[src/rtl/shadow_pkg.sv]
// Shared definitions for the Shadow-512 Lbox layer sequencer: FSM state
// encoding, default geometry and a width helper.
package shadow_pkg;

  typedef enum logic [1:0] {
    ST_IDLE = 2'd0,
    ST_RUN  = 2'd1,
    ST_OUT  = 2'd2
  } seq_state_t;

  localparam int DEF_NBITS    = 128;
  localparam int DEF_NBUNDLES = 4;
  // One Lbox acts on a pair of 32-bit words.
  localparam int LBOX_W       = 64;

  // ceil(log2(value)), never less than 1 so counters always have a bit.
  function automatic int clog2_min1(input int value);
    int w;
    w = 1;
    while ((1 << w) < value) w = w + 1;
    return w;
  endfunction

endpackage

[src/rtl/lbox_unit.sv]
// Combinational Lbox datapath: applies the Shadow Lbox to every 64-bit
// lane of one slice (x = lane[31:0], y = lane[63:32]). The slice width is
// Nbits >> PDLBOX, so one instance serves both serialization settings.
module lbox_unit
  import shadow_pkg::*;
#(
  parameter int PDLBOX = 0,
  parameter int Nbits  = DEF_NBITS
) (
  input  logic [(Nbits >> PDLBOX)-1:0] i_slice,
  output logic [(Nbits >> PDLBOX)-1:0] o_slice
);

  localparam int SW  = Nbits >> PDLBOX;
  localparam int NLB = SW / LBOX_W;

  function automatic logic [31:0] rotr(input logic [31:0] x, input int n);
    return (x >> n) | (x << (32 - n));
  endfunction

  function automatic logic [63:0] lbox64(input logic [63:0] v);
    logic [31:0] x, y, a, b, c, d;
    x = v[31:0];
    y = v[63:32];
    a = x ^ rotr(x, 12);
    b = y ^ rotr(y, 12);
    a = a ^ rotr(a, 3);
    b = b ^ rotr(b, 3);
    a = a ^ rotr(x, 17);
    b = b ^ rotr(y, 17);
    c = a ^ rotr(a, 31);
    d = b ^ rotr(b, 31);
    a = a ^ rotr(d, 26);
    b = b ^ rotr(c, 25);
    a = a ^ rotr(c, 15);
    b = b ^ rotr(d, 15);
    return {b, a};
  endfunction

  // Independent Lbox per 64-bit lane, no state.
  for (genvar g = 0; g < NLB; g++) begin : g_lane
    assign o_slice[g*LBOX_W +: LBOX_W] = lbox64(i_slice[g*LBOX_W +: LBOX_W]);
  end

endmodule

[src/rtl/lbox_layer_seq.sv]
// Lbox layer sequencer. Captures one bundle, streams its 2^PDLBOX slices
// through a single lbox_unit on consecutive cycles, then presents the
// reassembled result. Counts output bundles and pulses layer_done at the
// end of each layer.
//
// Handshakes: a transfer happens on a rising edge where valid and ready are
// both high; valid, once raised, holds with stable data until that edge.
//
// Build option LBOX_LAYER_SEQ_OVERLAP_EN: in OUT, in_ready follows
// out_ready so a new bundle is taken in the same edge as the result leaves
// and the FSM goes straight back to RUN.
module lbox_layer_seq
  import shadow_pkg::*;
#(
  parameter int PDLBOX   = 0,
  parameter int Nbits    = DEF_NBITS,
  parameter int NBUNDLES = DEF_NBUNDLES
) (
  input  logic                              clk,
  input  logic                              syn_rst,
  input  logic                              in_valid,
  output logic                              in_ready,
  input  logic [Nbits-1:0]                  in_bundle,
  output logic                              out_valid,
  input  logic                              out_ready,
  output logic [Nbits-1:0]                  out_bundle,
  output logic                              busy,
  output logic                              layer_done,
  output logic [1:0]                        dbg_state,
  output logic [clog2_min1(NBUNDLES)-1:0]   dbg_bund_cnt
);

  localparam int NSLICE = 1 << PDLBOX;
  localparam int SW     = Nbits / NSLICE;
  localparam int SCW    = clog2_min1(NSLICE);
  localparam int BW     = clog2_min1(NBUNDLES);
  localparam logic [SCW-1:0] LAST_SLICE = SCW'(NSLICE - 1);
  localparam logic [BW-1:0]  LAST_BUND  = BW'(NBUNDLES - 1);

  seq_state_t       r_state;
  logic [SCW-1:0]   r_slice_cnt;
  logic [BW-1:0]    r_bund_cnt;
  logic [Nbits-1:0] r_data;
  logic [Nbits-1:0] r_result;
  logic             r_out_valid;
  logic             r_layer_done;
  logic             r_busy;
  logic             r_in_ready;

  logic [SW-1:0]    w_slice;
  logic [SW-1:0]    w_lbox;
  logic             w_in_ready;
  logic             w_in_fire;
  logic             w_out_fire;

`ifdef LBOX_LAYER_SEQ_OVERLAP_EN
  // r_out_valid is high exactly in OUT, where ready mirrors the consumer.
  assign w_in_ready = r_in_ready | (r_out_valid & out_ready);
`else
  assign w_in_ready = r_in_ready;
`endif

  assign w_in_fire  = in_valid & w_in_ready;
  assign w_out_fire = r_out_valid & out_ready;

  // Slice mux feeding the shared Lbox datapath.
  assign w_slice = r_data[int'(r_slice_cnt)*SW +: SW];

  lbox_unit #(
    .PDLBOX (PDLBOX),
    .Nbits  (Nbits)
  ) u_lbox (
    .i_slice (w_slice),
    .o_slice (w_lbox)
  );

  // Sequencer FSM, counters and result assembly; all outputs registered.
  always_ff @(posedge clk) begin
    if (syn_rst) begin
      r_state      <= ST_IDLE;
      r_slice_cnt  <= '0;
      r_bund_cnt   <= '0;
      r_data       <= '0;
      r_result     <= '0;
      r_out_valid  <= 1'b0;
      r_layer_done <= 1'b0;
      r_busy       <= 1'b0;
      r_in_ready   <= 1'b1;
    end else begin
      r_layer_done <= 1'b0;
      case (r_state)
        ST_IDLE: begin
          if (w_in_fire) begin
            r_data      <= in_bundle;
            r_slice_cnt <= '0;
            r_in_ready  <= 1'b0;
            r_busy      <= 1'b1;
            r_state     <= ST_RUN;
          end
        end
        ST_RUN: begin
          r_result[int'(r_slice_cnt)*SW +: SW] <= w_lbox;
          if (r_slice_cnt == LAST_SLICE) begin
            r_slice_cnt <= '0;
            r_out_valid <= 1'b1;
            r_state     <= ST_OUT;
          end else begin
            r_slice_cnt <= r_slice_cnt + 1'b1;
          end
        end
        ST_OUT: begin
          if (w_out_fire) begin
            r_out_valid <= 1'b0;
            if (r_bund_cnt == LAST_BUND) begin
              r_bund_cnt   <= '0;
              r_layer_done <= 1'b1;
            end else begin
              r_bund_cnt <= r_bund_cnt + 1'b1;
            end
            // w_in_fire can only be set here when overlap is built in.
            if (w_in_fire) begin
              r_data      <= in_bundle;
              r_slice_cnt <= '0;
              r_state     <= ST_RUN;
            end else begin
              r_busy     <= 1'b0;
              r_in_ready <= 1'b1;
              r_state    <= ST_IDLE;
            end
          end
        end
        default: r_state <= ST_IDLE;
      endcase
    end
  end

  assign in_ready     = w_in_ready;
  assign out_valid    = r_out_valid;
  assign out_bundle   = r_result;
  assign busy         = r_busy;
  assign layer_done   = r_layer_done;
  assign dbg_state    = r_state;
  assign dbg_bund_cnt = r_bund_cnt;

endmodule

[config.mk]
export PLATFORM = sky130hd
export DESIGN_NAME = lbox_layer_seq
export DESIGN_NICKNAME = d
export VERILOG_FILES = /design/src/rtl/shadow_pkg.sv /design/src/rtl/lbox_unit.sv /design/src/rtl/lbox_layer_seq.sv
export SDC_FILE = /design/constraint.sdc
export NUM_CORES = 1
export LEC_CHECK = 0
export ABC_AREA = 1
export CAP_MARGIN = 20
export CORE_MARGIN = 3
export CORE_UTILIZATION = 35
export CTS_BUF_LIST = sky130_fd_sc_hd__clkbuf_2
export CTS_CLUSTER_SIZE = 40
export DETAILED_ROUTE_END_ITERATION = 10
export GPL_ROUTABILITY_DRIVEN = 0
export SETUP_SLACK_MARGIN = 0.02
export SKIP_LAST_GASP = 1
export SLEW_MARGIN = 20
export SYNTH_ARGS = -nofsm -noshare
export SYNTH_HDL_FRONTEND = slang
export SYNTH_SLANG_ARGS = --single-unit
[constraint.sdc]
create_clock -name clk -period 3.3 [get_ports clk]
set_input_delay 0.33 -clock clk [delete_from_list [all_inputs] [get_ports clk]]
set_output_delay 0.33 -clock clk [all_outputs]
set_load 0.005 [all_outputs]
==> images/pdn.png <==
The bar under the picture is 100 um long. Pins as bars on the die edge. Tap cells in grey.
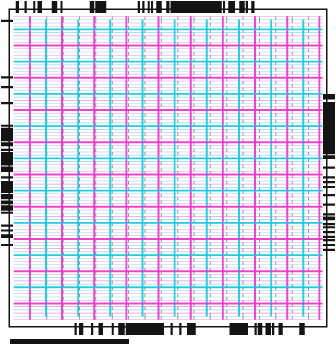
| net | colour |
|---|---|
| VSS | magenta |
| VDD | cyan |
met4 straps: 19
met1 rails: 95
met5 straps: 18

==> results.cfg <==
; physical design summary
[place]
placed_area_sq_mm = 0.0274
port_buffers = 267
hpwl_um = 82600

[critical_path]
crit_type = reg -> out
worstPathCellList = clkdlybuf4s50_1
critical-path-top-delay-family = buffers and inverters
crit_required_ps = 2970
crit_path_end_kind = output port
startpoint_type = flip-flop
path_buffers = 1
worst_path_largest_cell_delay_ps = 550
cp_slowest_cell = clkdlybuf4s50_1
cp_max_fo = 2
crit_arrival_ps = 2180

[route]
met2_length_um = 48100
dr.max_layer_used = met5
first_iter_violations = 3057
drt_pass1_iterations = 6
totalWireLength_um = 103000
via_count = 30700
wl_met3_um = 7800
antenna_left = 0
wl_met1_um = 40600
drc = 0
vias_per_cell = 5.16
wl_per_cell_um = 17.3

[timing]
skew_ps = 129
fmax_ghz = 0.398
period_used_pct = 76.1
fin_setup_tns_ps = 0
relSlewSlack_pct = 44.2
timing.hold.ws_ps = 197
setup_viol = 0
hold_viol = 0
min_period_ps = 2510
rsz0062_at_grt = no
drv_slew = 0
worst_pin_slew_ps = 835

[global_route]
grt_max_degree = 92
grt_overflow = 0
track_usage_pct = 28.2
antenna_found_initial = 6
grt_pass1_vias = 27200
grt_pass1_wl_um = 156000

[layout]
logic_area_sq_mm = 0.0165
fill_cells = 7435
area_growth_pct = 23.7
layout_top_cells = nand2_1, nand3_1, clkdlybuf4s50_1
flop_area_sq_mm = 0.00529
design.final.nets = 5155
drive_gt1_share_pct = 11.0
lay_top_count = nand2_1

[clocking]
htreeDepth = 3
cts_tree = yes
cts_root_buf = clkbuf_2
clk_latency_ps = 1190
cts.sinks = 264
clk_pin_slew_ps = 100
cts_setup_buffers = 0
cts_made_buffers = 78
cts_buffer_depth = 3

[power_and_ir_drop]
pwr_density_cell_mw_per_mm2 = 730
power_frac_seq_pct = 20.2
p_sw_w = 0.0123
power_leakage_nw = 15.8
sw_frac_of_total_pct = 57.5
clock_power_share_pct = 12.3
internal_power_w = 0.00913
p_total_w = 0.0215
combPwrFrac_pct = 67.5
ir_drop_uv = 308

[synth]
syn_avg_cell_area_sq_um = 5.15
synth.top_cells.by_area = nand2_1, dfxtp_1, nand3_1
ys_cells = 4620
top_area_cell = nand2_1
ys_seq_share_pct = 22.2
synth_nets = 4753
yosysWarnings = 0
syn_area_sq_mm = 0.0238
yosys_area_sq_mm = 0.0238
synth_top_area_share_pct = 35.7
ys_types = 26
synth_cells = 4620
synth_flops = 264

[die]
die_y_um = 267
die_area_sq_mm = 0.0711
die_x_um = 267
fp_util_pct = 35.7
io_pins = 268

[status]
status = finished clean

[job]
cap_viol_max_count = 0
tool_warnings = 28

[min_path]
hp-class = in -> reg
==> images/cell_classes.png <==
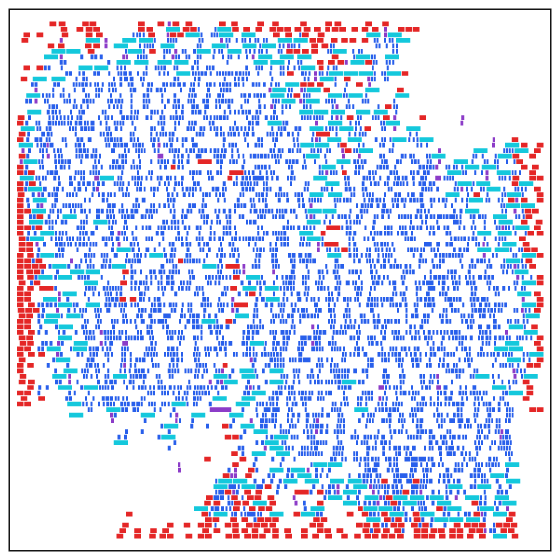
| class | colour | cells |
|---|---|---|
| other buffers and delay cells | red | 415 |
| all other logic | blue | 4,263 |
| clock drivers and dummy loads | purple | 135 |
| flops | cyan | 264 |
Rows: 94
Core ar.: 0.0666 sq mm
final core occ: 44.2%
post-route cell area: 0.0294 sq mm
sequential cell area share: 18.0%

==> registers in the layout, summed over array words and instances (netlist names) <==
signal,flops
out_bundle,128
layer_done,1
busy,1
out_valid,1
r_data,128
dbg_bund_cnt,2
dbg_state,2
in_ready,1
==> metal layers <==
metal	global-route usage, %	vias to the layer above
li1	-	15400
met2	48.6	1307
met3	4.54	288
met1	33.5	13700
met5	0	-
met4	15.3	8
==> metrics by stage <==
step                      cells  util, %  worst slack (ps)
after floorplan            4620        -              1830
after global routing       5945     44.2               668
after detailed placement   5675     41.1              1080
after CTS                  5941     44.2               676
final                      5945     44.2               790
after global placement     5675     41.1              1130
==> power by group through the flow <==
stage / logic, W / clock network [W] / registers, W
final: 0.0145 / 0.00265 / 0.00433
after detailed placement: 0.0140 / 0 / 0.00439
after floorplan: 0.00987 / 0 / 0.00413
after global routing: 0.0161 / 0.00289 / 0.00439
after global placement: 0.0138 / 0 / 0.00439
after CTS: 0.0142 / 0.00277 / 0.00431
==> final cells by class <==
class	instances	share of cell area [%]
flip-flops and latches	264	18.0
inverters	424	5.44
well taps	864	3.68
repair buffers	415	14.4
clock buffers	113	1.92
multi-input cells	3839	56.1
clock inverters	22	0.489
diodes	4	0.0340
==> repair_timing <==
item / CTS / global route
hold endpoints to repair: 201 / 0
resized: 0 / 0
hold buffers: 131 / 0
==> final timing paths <==
path	slack (ps)	start	endpoint	depth (start not counted)
worst max-delay path	790	out_bundle[106]	out_bundle[106]	1
worst min-delay path	200	syn_rst	out_bundle[64]	5
worst max register to register	1030	r_data[62]	out_bundle[2]	13
worst min register to register	460	busy	busy	2
==> cell families (layout without fill, tap and decap cells) <==
kind of cell / after synthesis / count (layout) / share of synthesized area [%]
AND/OR/NAND/NOR: 3560 / 3560 / 63.2
buffers and inverters: 517 / 974 / 8.38
AND-OR/OR-AND: 264 / 264 / 5.59
flip-flops: 264 / 264 / 22.2
XOR/XNOR: 14 / 14 / 0.547
adder cells (fa/ha/maj): 1 / 1 / 0.0526
other: 0 / 4 / 0
==> synth_stat cells (all sizes together) <==
master and instances:
nand2 2486, xor2 8, o21ai 131, clkinv 3
dfxtp 264, clkbuf 52, nand3 800, a21oi 131
a21o 1, xnor2 6, nand3b 5, ha 1
inv 421, or2 1, o211a 1, and2 5
buf 41, nor2 263
Power figures rest on the tool's default switching activity, not on a simulated workload.
